## config.mk

```make
export PLATFORM = sky130hd
export DESIGN_NAME = lsu_issue_queue_flat
export DESIGN_NICKNAME = d
export VERILOG_FILES = /design/src/rtl/lsu_issue_queue_pkg.sv /design/src/rtl/lsu_issue_queue_if.sv /design/src/rtl/lsiq_age_select.sv /design/src/rtl/lsu_issue_queue.sv /design/src/flat_wrapper.sv
export SDC_FILE = /design/constraint.sdc
export NUM_CORES = 2
export LEC_CHECK = 0
export ABC_AREA = 1
export CAP_MARGIN = 15
export CELL_PAD_IN_SITES_DETAIL_PLACEMENT = 1
export CELL_PAD_IN_SITES_GLOBAL_PLACEMENT = 2
export CORE_ASPECT_RATIO = 1.25
export CORE_MARGIN = 2
export CORE_UTILIZATION = 30
export DETAILED_ROUTE_END_ITERATION = 8
export GPL_ROUTABILITY_DRIVEN = 0
export GPL_TIMING_DRIVEN = 0
export PLACE_DENSITY_LB_ADDON = 0.12
export SYNTH_ARGS = -nofsm -noshare
export SYNTH_HDL_FRONTEND = slang
export SYNTH_SLANG_ARGS = --single-unit
```

## constraint.sdc

```tcl
create_clock -name clk -period 3 [get_ports clk]
set_input_delay 0.45 -clock clk [delete_from_list [all_inputs] [get_ports clk]]
set_output_delay 0.45 -clock clk [all_outputs]
set_load 0.01 [all_outputs]
```

## src/rtl/lsu_issue_queue_pkg.sv

```systemverilog
// Shared types for the LSU issue queue: entry layout, FU codes, funct3 encodings.
// Entry tag/ROB widths are fixed here and must match the TAG_W/ROB_W used by the top.
package lsu_pkg;

  localparam int LSIQ_TAG_W = 7;
  localparam int LSIQ_ROB_W = 3;

  localparam logic [2:0] FU_LD = 3'd6;
  localparam logic [2:0] FU_ST = 3'd7;

  localparam logic [2:0] F3_LB  = 3'b000;
  localparam logic [2:0] F3_LH  = 3'b001;
  localparam logic [2:0] F3_LW  = 3'b010;
  localparam logic [2:0] F3_LBU = 3'b100;
  localparam logic [2:0] F3_LHU = 3'b101;
  localparam logic [2:0] F3_SB  = 3'b000;
  localparam logic [2:0] F3_SH  = 3'b001;
  localparam logic [2:0] F3_SW  = 3'b010;

  typedef struct packed {
    logic                  valid;
    logic                  is_st;
    logic [LSIQ_ROB_W-1:0] rob_idx;
    logic [2:0]            lsq_idx;
    logic [2:0]            f3;
    logic [31:0]           imm;
    logic [LSIQ_TAG_W-1:0] rs1_tag;
    logic                  rs1_rdy;
    logic [31:0]           rs1_data;
    logic [LSIQ_TAG_W-1:0] rs2_tag;
    logic                  rs2_rdy;
    logic [31:0]           rs2_data;
  } lsiq_entry_t;

  function automatic logic is_mem_op(input logic [2:0] fu_sel);
    return (fu_sel == FU_LD) || (fu_sel == FU_ST);
  endfunction

  // Returns {hit, data}; port 0 wins when both broadcast ports match the tag.
  function automatic logic [32:0] cdb_lookup(input logic [LSIQ_TAG_W-1:0]       tag,
                                             input logic [1:0]                  vld,
                                             input logic [1:0][LSIQ_TAG_W-1:0]  tags,
                                             input logic [1:0][31:0]            data);
    if (vld[0] && (tags[0] == tag)) return {1'b1, data[0]};
    if (vld[1] && (tags[1] == tag)) return {1'b1, data[1]};
    return '0;
  endfunction

endpackage

```

## src/rtl/lsu_issue_queue_if.sv

```systemverilog
// Dispatch, result-broadcast, flush and LSU-issue signals of the LSU issue queue.
interface lsu_issue_queue_if #(
  parameter int TAG_W = 7,
  parameter int ROB_W = 3
);
  logic                    decode_valid;
  logic [2:0]              DC_fu_sel;
  logic [ROB_W-1:0]        DC_rob_idx;
  logic [2:0]              DC_lsq_idx;
  logic [2:0]              DC_funct3;
  logic [31:0]             DC_imm;
  logic [TAG_W-1:0]        DC_rs1_tag;
  logic [TAG_W-1:0]        DC_rs2_tag;
  logic                    DC_rs1_rdy;
  logic                    DC_rs2_rdy;
  logic [31:0]             DC_rs1_data;
  logic [31:0]             DC_rs2_data;
  logic                    iq_ready;
  logic [1:0]              cdb_valid;
  logic [1:0][TAG_W-1:0]   cdb_tag;
  logic [1:0][31:0]        cdb_data;
  logic                    lsu_busy;
  logic                    ld_i_valid;
  logic                    st_i_valid;
  logic [31:0]             lsu_i_rs1_data;
  logic [31:0]             lsu_i_rs2_data;
  logic [31:0]             lsu_i_imm;
  logic [2:0]              funct3;
  logic [ROB_W-1:0]        lsu_i_rob_idx;
  logic [2:0]              EX_ld_idx;
  logic [2:0]              EX_st_idx;
  logic                    mispredict;
  logic [(2**ROB_W)-1:0]   flush_mask;

  modport master (
    output decode_valid, DC_fu_sel, DC_rob_idx, DC_lsq_idx, DC_funct3, DC_imm,
           DC_rs1_tag, DC_rs2_tag, DC_rs1_rdy, DC_rs2_rdy, DC_rs1_data, DC_rs2_data,
           cdb_valid, cdb_tag, cdb_data, lsu_busy, mispredict, flush_mask,
    input  iq_ready, ld_i_valid, st_i_valid, lsu_i_rs1_data, lsu_i_rs2_data,
           lsu_i_imm, funct3, lsu_i_rob_idx, EX_ld_idx, EX_st_idx
  );

  modport slave (
    input  decode_valid, DC_fu_sel, DC_rob_idx, DC_lsq_idx, DC_funct3, DC_imm,
           DC_rs1_tag, DC_rs2_tag, DC_rs1_rdy, DC_rs2_rdy, DC_rs1_data, DC_rs2_data,
           cdb_valid, cdb_tag, cdb_data, lsu_busy, mispredict, flush_mask,
    output iq_ready, ld_i_valid, st_i_valid, lsu_i_rs1_data, lsu_i_rs2_data,
           lsu_i_imm, funct3, lsu_i_rob_idx, EX_ld_idx, EX_st_idx
  );
endinterface

```

## src/rtl/lsiq_age_select.sv

```systemverilog
// Age matrix and oldest-eligible picker for the LSU issue queue.
module lsiq_age_select #(
  parameter int DEPTH = 4
) (
  input  logic                       clk,
  input  logic                       rst_n,
  input  logic [DEPTH-1:0]           valid,
  input  logic [DEPTH-1:0]           alloc_oh,
  input  logic [DEPTH-1:0]           free_oh,
  input  logic [DEPTH-1:0]           eligible,
  output logic [DEPTH-1:0]           sel_oh,
  output logic [$clog2(DEPTH)-1:0]   sel_idx,
  output logic                       sel_valid
);
  localparam int IDX_W = $clog2(DEPTH);

  // older[i][j] means entry j was dispatched before entry i.
  logic [DEPTH-1:0] older [DEPTH];

  always_ff @(posedge clk or negedge rst_n) begin
    if (!rst_n) begin
      for (int i = 0; i < DEPTH; i++) older[i] <= '0;
    end else begin
      for (int i = 0; i < DEPTH; i++) begin
        for (int j = 0; j < DEPTH; j++) begin
          if (alloc_oh[i])     older[i][j] <= valid[j] && !free_oh[j] && (i != j);
          else if (free_oh[j]) older[i][j] <= 1'b0;
        end
      end
    end
  end

  always_comb begin
    sel_oh    = '0;
    sel_idx   = '0;
    sel_valid = 1'b0;
    for (int i = 0; i < DEPTH; i++) begin
      if (eligible[i] && ((older[i] & eligible) == '0)) begin
        sel_oh[i] = 1'b1;
        sel_idx   = IDX_W'(i);
        sel_valid = 1'b1;
      end
    end
  end
endmodule

```

## src/rtl/lsu_issue_queue.sv

```systemverilog
// Memory reservation station feeding the LSU: operand capture, oldest-ready issue, ROB-mask flush.
// Optional LSIQ_DISPATCH_BYPASS_EN: capture same-cycle broadcasts for operands at dispatch.
module lsu_issue_queue
  import lsu_pkg::*;
#(
  parameter int DEPTH = 4,
  parameter int TAG_W = LSIQ_TAG_W,
  parameter int ROB_W = LSIQ_ROB_W
) (
  input  logic              clk,
  input  logic              rst_n,
  lsu_issue_queue_if.slave  io
);
  localparam int IDX_W = $clog2(DEPTH);

  lsiq_entry_t q      [DEPTH];
  lsiq_entry_t q_next [DEPTH];
  lsiq_entry_t new_entry;

  logic [DEPTH-1:0]       valid_vec, eligible, alloc_oh, free_oh, flush_vec, sel_oh;
  logic [IDX_W-1:0]       sel_idx;
  logic                   sel_valid, issue_fire, dispatch_ok, found;
  logic [1:0][TAG_W-1:0]  cdb_tag_in;
  logic [32:0]            wake1 [DEPTH];
  logic [32:0]            wake2 [DEPTH];

  assign cdb_tag_in  = io.cdb_tag;
  assign io.iq_ready = ~&valid_vec;
  assign dispatch_ok = io.decode_valid && is_mem_op(io.DC_fu_sel) && io.iq_ready && !io.mispredict;

  always_comb begin
    for (int i = 0; i < DEPTH; i++) begin
      valid_vec[i] = q[i].valid;
      eligible[i]  = q[i].valid && q[i].rs1_rdy && (q[i].rs2_rdy || !q[i].is_st) && !io.lsu_busy;
      flush_vec[i] = io.mispredict && q[i].valid && io.flush_mask[q[i].rob_idx];
      wake1[i]     = cdb_lookup(q[i].rs1_tag, io.cdb_valid, cdb_tag_in, io.cdb_data);
      wake2[i]     = cdb_lookup(q[i].rs2_tag, io.cdb_valid, cdb_tag_in, io.cdb_data);
    end
  end

  always_comb begin
    alloc_oh = '0;
    found    = 1'b0;
    for (int i = 0; i < DEPTH; i++) begin
      if (!valid_vec[i] && !found) begin
        alloc_oh[i] = dispatch_ok;
        found       = 1'b1;
      end
    end
  end

  lsiq_age_select #(.DEPTH(DEPTH)) u_age (
    .clk       (clk),
    .rst_n     (rst_n),
    .valid     (valid_vec),
    .alloc_oh  (alloc_oh),
    .free_oh   (free_oh),
    .eligible  (eligible),
    .sel_oh    (sel_oh),
    .sel_idx   (sel_idx),
    .sel_valid (sel_valid)
  );

  // An op flushed in the cycle it is selected must not produce a strobe.
  assign issue_fire = sel_valid && !flush_vec[sel_idx];
  assign free_oh    = flush_vec | (issue_fire ? sel_oh : '0);

`ifdef LSIQ_DISPATCH_BYPASS_EN
  logic [32:0] byp1, byp2;
`endif

  always_comb begin
    new_entry          = '0;
    new_entry.valid    = 1'b1;
    new_entry.is_st    = (io.DC_fu_sel == FU_ST);
    new_entry.rob_idx  = io.DC_rob_idx;
    new_entry.lsq_idx  = io.DC_lsq_idx;
    new_entry.f3       = io.DC_funct3;
    new_entry.imm      = io.DC_imm;
    new_entry.rs1_tag  = io.DC_rs1_tag;
    new_entry.rs1_rdy  = io.DC_rs1_rdy;
    new_entry.rs1_data = io.DC_rs1_data;
    new_entry.rs2_tag  = io.DC_rs2_tag;
    new_entry.rs2_rdy  = io.DC_rs2_rdy || (io.DC_fu_sel != FU_ST);
    new_entry.rs2_data = io.DC_rs2_data;
`ifdef LSIQ_DISPATCH_BYPASS_EN
    byp1 = cdb_lookup(io.DC_rs1_tag, io.cdb_valid, cdb_tag_in, io.cdb_data);
    byp2 = cdb_lookup(io.DC_rs2_tag, io.cdb_valid, cdb_tag_in, io.cdb_data);
    if (!new_entry.rs1_rdy && byp1[32]) begin
      new_entry.rs1_rdy  = 1'b1;
      new_entry.rs1_data = byp1[31:0];
    end
    if (!new_entry.rs2_rdy && byp2[32]) begin
      new_entry.rs2_rdy  = 1'b1;
      new_entry.rs2_data = byp2[31:0];
    end
`endif
  end

  always_comb begin
    for (int i = 0; i < DEPTH; i++) begin
      q_next[i] = q[i];
      if (free_oh[i]) begin
        q_next[i].valid = 1'b0;
      end else if (q[i].valid) begin
        if (!q[i].rs1_rdy && wake1[i][32]) begin
          q_next[i].rs1_rdy  = 1'b1;
          q_next[i].rs1_data = wake1[i][31:0];
        end
        if (!q[i].rs2_rdy && wake2[i][32]) begin
          q_next[i].rs2_rdy  = 1'b1;
          q_next[i].rs2_data = wake2[i][31:0];
        end
      end
      if (alloc_oh[i]) q_next[i] = new_entry;
    end
  end

  always_ff @(posedge clk or negedge rst_n) begin
    if (!rst_n) begin
      for (int i = 0; i < DEPTH; i++) q[i] <= '0;
    end else begin
      q <= q_next;
    end
  end

  // Issue register: strobes last one cycle, payload holds between issues.
  always_ff @(posedge clk or negedge rst_n) begin
    if (!rst_n) begin
      io.ld_i_valid     <= 1'b0;
      io.st_i_valid     <= 1'b0;
      io.lsu_i_rs1_data <= '0;
      io.lsu_i_rs2_data <= '0;
      io.lsu_i_imm      <= '0;
      io.funct3         <= '0;
      io.lsu_i_rob_idx  <= '0;
      io.EX_ld_idx      <= '0;
      io.EX_st_idx      <= '0;
    end else begin
      io.ld_i_valid <= issue_fire && !q[sel_idx].is_st;
      io.st_i_valid <= issue_fire &&  q[sel_idx].is_st;
      if (issue_fire) begin
        io.lsu_i_rs1_data <= q[sel_idx].rs1_data;
        io.lsu_i_rs2_data <= q[sel_idx].rs2_data;
        io.lsu_i_imm      <= q[sel_idx].imm;
        io.funct3         <= q[sel_idx].f3;
        io.lsu_i_rob_idx  <= ROB_W'(q[sel_idx].rob_idx);
        if (q[sel_idx].is_st) io.EX_st_idx <= q[sel_idx].lsq_idx;
        else                  io.EX_ld_idx <= q[sel_idx].lsq_idx;
      end
    end
  end
endmodule

```

## src/flat_wrapper.sv

```systemverilog
// flat-port wrapper written by rule: the top's interface ports become plain ports
module lsu_issue_queue_flat import lsu_pkg::*;
#(
  parameter int DEPTH = 4,
  parameter int TAG_W = LSIQ_TAG_W,
  parameter int ROB_W = LSIQ_ROB_W
)
  (clk, rst_n, io_decode_valid, io_DC_fu_sel, io_DC_rob_idx, io_DC_lsq_idx, io_DC_funct3, io_DC_imm, io_DC_rs1_tag, io_DC_rs2_tag, io_DC_rs1_rdy, io_DC_rs2_rdy, io_DC_rs1_data, io_DC_rs2_data, io_cdb_valid, io_cdb_tag, io_cdb_data, io_lsu_busy, io_mispredict, io_flush_mask, io_iq_ready, io_ld_i_valid, io_st_i_valid, io_lsu_i_rs1_data, io_lsu_i_rs2_data, io_lsu_i_imm, io_funct3, io_lsu_i_rob_idx, io_EX_ld_idx, io_EX_st_idx);
  lsu_issue_queue_if #(.TAG_W(TAG_W), .ROB_W(ROB_W)) io_i ();
  input  logic clk;
  input  logic rst_n;
  input wire logic [$bits(io_i.decode_valid)-1:0] io_decode_valid;
  input wire logic [$bits(io_i.DC_fu_sel)-1:0] io_DC_fu_sel;
  input wire logic [$bits(io_i.DC_rob_idx)-1:0] io_DC_rob_idx;
  input wire logic [$bits(io_i.DC_lsq_idx)-1:0] io_DC_lsq_idx;
  input wire logic [$bits(io_i.DC_funct3)-1:0] io_DC_funct3;
  input wire logic [$bits(io_i.DC_imm)-1:0] io_DC_imm;
  input wire logic [$bits(io_i.DC_rs1_tag)-1:0] io_DC_rs1_tag;
  input wire logic [$bits(io_i.DC_rs2_tag)-1:0] io_DC_rs2_tag;
  input wire logic [$bits(io_i.DC_rs1_rdy)-1:0] io_DC_rs1_rdy;
  input wire logic [$bits(io_i.DC_rs2_rdy)-1:0] io_DC_rs2_rdy;
  input wire logic [$bits(io_i.DC_rs1_data)-1:0] io_DC_rs1_data;
  input wire logic [$bits(io_i.DC_rs2_data)-1:0] io_DC_rs2_data;
  input wire logic [$bits(io_i.cdb_valid)-1:0] io_cdb_valid;
  input wire logic [$bits(io_i.cdb_tag)-1:0] io_cdb_tag;
  input wire logic [$bits(io_i.cdb_data)-1:0] io_cdb_data;
  input wire logic [$bits(io_i.lsu_busy)-1:0] io_lsu_busy;
  input wire logic [$bits(io_i.mispredict)-1:0] io_mispredict;
  input wire logic [$bits(io_i.flush_mask)-1:0] io_flush_mask;
  output wire logic [$bits(io_i.iq_ready)-1:0] io_iq_ready;
  output wire logic [$bits(io_i.ld_i_valid)-1:0] io_ld_i_valid;
  output wire logic [$bits(io_i.st_i_valid)-1:0] io_st_i_valid;
  output wire logic [$bits(io_i.lsu_i_rs1_data)-1:0] io_lsu_i_rs1_data;
  output wire logic [$bits(io_i.lsu_i_rs2_data)-1:0] io_lsu_i_rs2_data;
  output wire logic [$bits(io_i.lsu_i_imm)-1:0] io_lsu_i_imm;
  output wire logic [$bits(io_i.funct3)-1:0] io_funct3;
  output wire logic [$bits(io_i.lsu_i_rob_idx)-1:0] io_lsu_i_rob_idx;
  output wire logic [$bits(io_i.EX_ld_idx)-1:0] io_EX_ld_idx;
  output wire logic [$bits(io_i.EX_st_idx)-1:0] io_EX_st_idx;
  assign io_i.decode_valid = io_decode_valid;
  assign io_i.DC_fu_sel = io_DC_fu_sel;
  assign io_i.DC_rob_idx = io_DC_rob_idx;
  assign io_i.DC_lsq_idx = io_DC_lsq_idx;
  assign io_i.DC_funct3 = io_DC_funct3;
  assign io_i.DC_imm = io_DC_imm;
  assign io_i.DC_rs1_tag = io_DC_rs1_tag;
  assign io_i.DC_rs2_tag = io_DC_rs2_tag;
  assign io_i.DC_rs1_rdy = io_DC_rs1_rdy;
  assign io_i.DC_rs2_rdy = io_DC_rs2_rdy;
  assign io_i.DC_rs1_data = io_DC_rs1_data;
  assign io_i.DC_rs2_data = io_DC_rs2_data;
  assign io_i.cdb_valid = io_cdb_valid;
  assign io_i.cdb_tag = io_cdb_tag;
  assign io_i.cdb_data = io_cdb_data;
  assign io_i.lsu_busy = io_lsu_busy;
  assign io_i.mispredict = io_mispredict;
  assign io_i.flush_mask = io_flush_mask;
  assign io_iq_ready = io_i.iq_ready;
  assign io_ld_i_valid = io_i.ld_i_valid;
  assign io_st_i_valid = io_i.st_i_valid;
  assign io_lsu_i_rs1_data = io_i.lsu_i_rs1_data;
  assign io_lsu_i_rs2_data = io_i.lsu_i_rs2_data;
  assign io_lsu_i_imm = io_i.lsu_i_imm;
  assign io_funct3 = io_i.funct3;
  assign io_lsu_i_rob_idx = io_i.lsu_i_rob_idx;
  assign io_EX_ld_idx = io_i.EX_ld_idx;
  assign io_EX_st_idx = io_i.EX_st_idx;
  lsu_issue_queue #(.DEPTH(DEPTH), .TAG_W(TAG_W), .ROB_W(ROB_W)) u_core (.clk(clk), .rst_n(rst_n), .io(io_i));
endmodule
```

layer_met1.png
Scale bar: 100 µm.
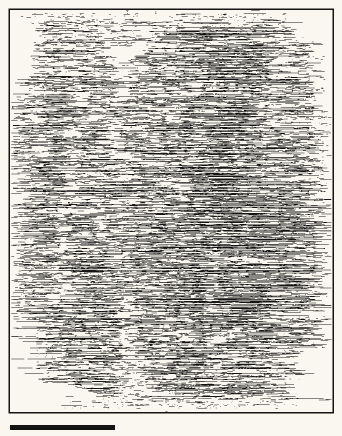
The layer carries 77.4 mm of wire. The wires run mostly horizontal. 4,906 nets have wire on it. The layer holds 42% of the routed length.
Total Routed Length: 183,000 µm
met1 usage in global routing: 38.9%
DR vias: 35,499

layer_met2.png
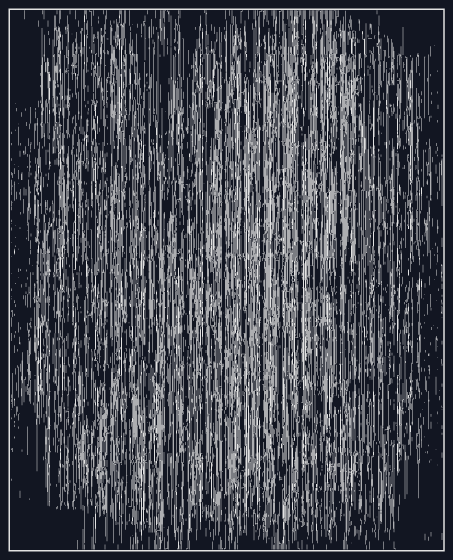
The wires run mostly vertical. The layer holds 46% of the routed length. The longest straight run is 216 µm. 4,266 nets have wire on it. The layer carries 84.8 mm of wire.
met2 Track Usage GR: 50.4%

layer_met3.png
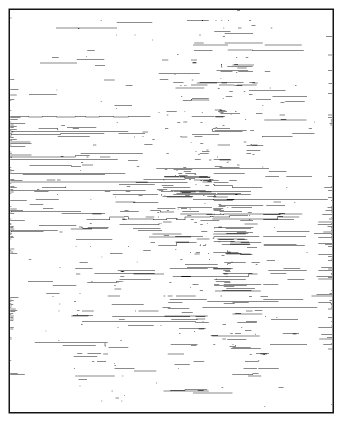
The layer carries 9,440 µm of wire. The longest straight run is 131 µm. 477 nets have wire on it.
met3 usage: 4.53%

layer_met4.png
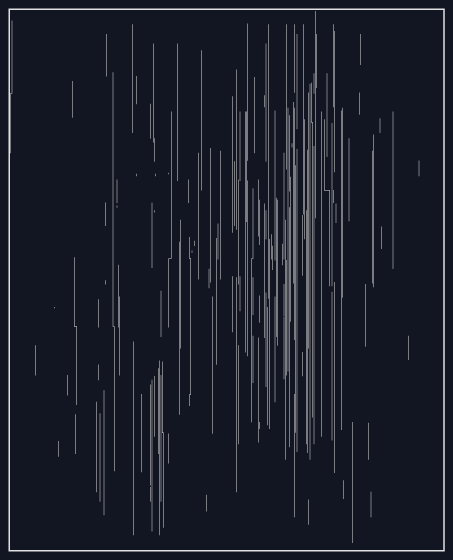
113 nets have wire on it. The layer holds 6.4% of the routed length. The wires run mostly vertical. The longest straight run is 267 µm. The layer carries 11,700 µm of wire.

congestion.png
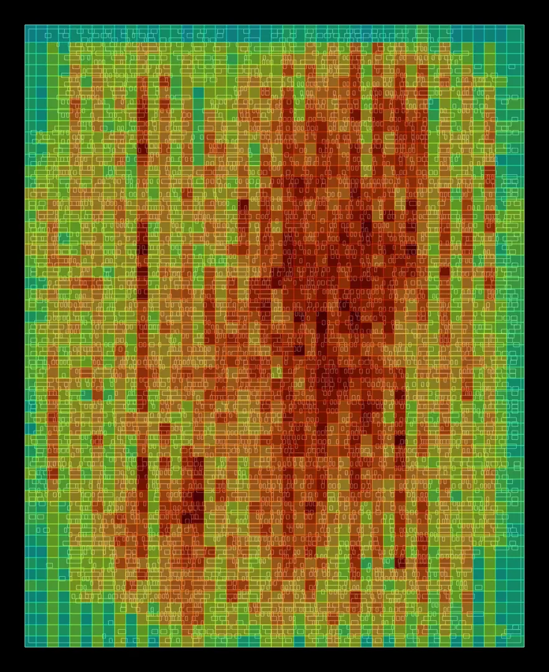
global-route layer with the greatest usage: met2
final core utilization: 37.5%
routed length per placed instance: 27.8 µm
total routing resource utilization after global routing: 30.9%

==> metrics.cfg <==
[sta]
slew_at_the_pin_closest_to_its_max_slew_limit_ns=1.06
finalCritPeriodShare_pct=99.3
fin_skew_ns=0.0518
max_freq_mhz=336
hold_viol_final=0
post-route-min-period_ns=2.98

[power]
power.share.switching_pct=39.1
clock_power_share_pct=28.6
comb-power_mw=12.8
seq_power_mw=11.2
power_frac_comb_pct=38.1
p_leak_nw=20.6
powerDensity_nw_per_um2=782
power.share.sequential_pct=33.3
power_clock_mw=9.61
cellInternalPower_mw=20.5

[clock_network]
cts.reportedPaths.clkPinSlew_ns=0.06
clkSinkCount=614
clock_buffers_created_by_tritoncts=74
clk_root_buffer_cell=clkbuf_16
cts.path.max_buffers=3

[hold_path]
hold_path.class=in2reg

[yosys]
topCombFamilyByArea=simple AND/OR/NAND/NOR gates
async_reset_ff_share_pct=100
synth_flops=614
yosys.stat.chipArea_um2=34500
yosysCellCount=4642
syn-num-nets=4859
ys_top_cells_by_area=dfrtp_1 44%, nand2_1 16%, o21ai_0 11%
post_synth_and_or_nand_nor_area_fraction_pct=26.8
synth.cell_area_um2=34500
synth-seq-area-share_pct=44.5
enable_flop_cells=0
fraction_of_synthesized_cell_area_in_xor_and_xnor_cells_pct=0.989

[route]
post_drt_via_cell_ratio=5.37
drt.antenna.violating_nets=0
drc=0

[setup_path]
regToRegSetupSlack_ns=0.07
setup.worst_path.class=in2reg
cp_launch_type=primary input
crit_path_start=io_cdb_tag[7]
cp-endpoint=u_core.q[66]
critPathMostFrequentCell=nand2_1
worstPathCellList=clkdlybuf4s50_1, buf_2, nor2_1, nor3_2, nand2_1, inv_1, o21ai_0, o21ai_2, buf_4, clkbuf_1, nand3_1, nand2_1
reg2reg_from=u_core.q[76]
worst-endpoint-required_ns=3.63
crit-reg2reg-capture=u_core.q[66]
crit_fanout=10
ff2ff_path_depth=12
max_stage_delay_ns=0.54
critPathCaptureType=register
critPathArrivalTime_ns=3.61

[finish]
final_cell_mix=1,462 x nand2_1, 759 x o21ai_0, 612 x dfrtp_1, 317 x clkdlybuf4s50_1, 310 x nor2_1
area_growth_pct=24.5
dominant_logic_cell_type_in_the_layout=nand2_1
design.final.nets=5284
post_layout_nonfiller_instances=6607
post_route_cells_drive_above_1_share_pct=10.0

[grt]
grt_first_pass_wirelength_um=264000

[status]
run_status=finished, final reports clean

[floorplanning]
floorplan.die.width_um=307
core.rowCount=139
core_util_at_fp_pct=30.1
io_pins=328
chip_area_um2=118000

[placement]
post-place-ws_ns=-1.53
port_buffers=319

==> registers in the layout, summed over array words and instances, names as in the netlist, 3 cells and up <==
register and flops:
u_core.q 492, u_core.io.lsu_i_imm 32, u_core.io.lsu_i_rs1_data 32, u_core.io.lsu_i_rs2_data 32, u_core.u_age.older 12, u_core.io.EX_ld_idx 3
u_core.io.EX_st_idx 3, u_core.io.funct3 3, u_core.io.lsu_i_rob_idx 3
==> what timing repair did <==
item                                   4_1_cts  5_1_grt
gates resized                               72      104
setup endpoints to repair                  586      400
endpoints found under the hold margin       96        0
buffers inserted                             8        7
hold buffers                                 1        0
pin swaps                                    4        7
cloned                                       0        1
==> final cells by class <==
class	count	area, µm²
Buffer	353	1830
Multi-Input combinational cell	3454	16900
Clock inverter	29	424
Fill cell	14007	71600
Tap cell	1480	1850
Sequential cell	614	15400
Inverter	220	848
Antenna cell	4	10.0
Clock buffer	103	2120
Timing Repair Buffer	350	3660
==> metal layers <==
layer,wire [µm],GRT usage (%),share of wire (%)
met5,99,0,0.054
met4,11700,17.6,6.4
met3,9440,4.53,5.1
met2,84800,50.4,46
met1,77400,38.9,42
==> critical path: cells and delay by family <==
| family | cells | cell delay, ns |
|---|---|---|
| buf+inv | 5 | 1.74 |
| simple gates | 5 | 1.10 |
| compound gates | 2 | 0.29 |
==> metrics by stage <==
step | hold WS, ns | area [µm²] | TNS, ns | power (mW)
2_1_floorplan | 0.154 | 34500 | 0 | 17.9
3_3_place_gp | 0.448 | 39600 | - | 23.5
3_5_place_dp | 0.453 | 39900 | -570.48 | 23.7
4_1_cts | 0.332 | 42700 | 0 | 33.6
5_1_grt | 0.394 | 43000 | -0.0416 | 35.5
6_report | 0.363 | 43000 | 0 | 33.6
Power and IR drop assume default switching activity.
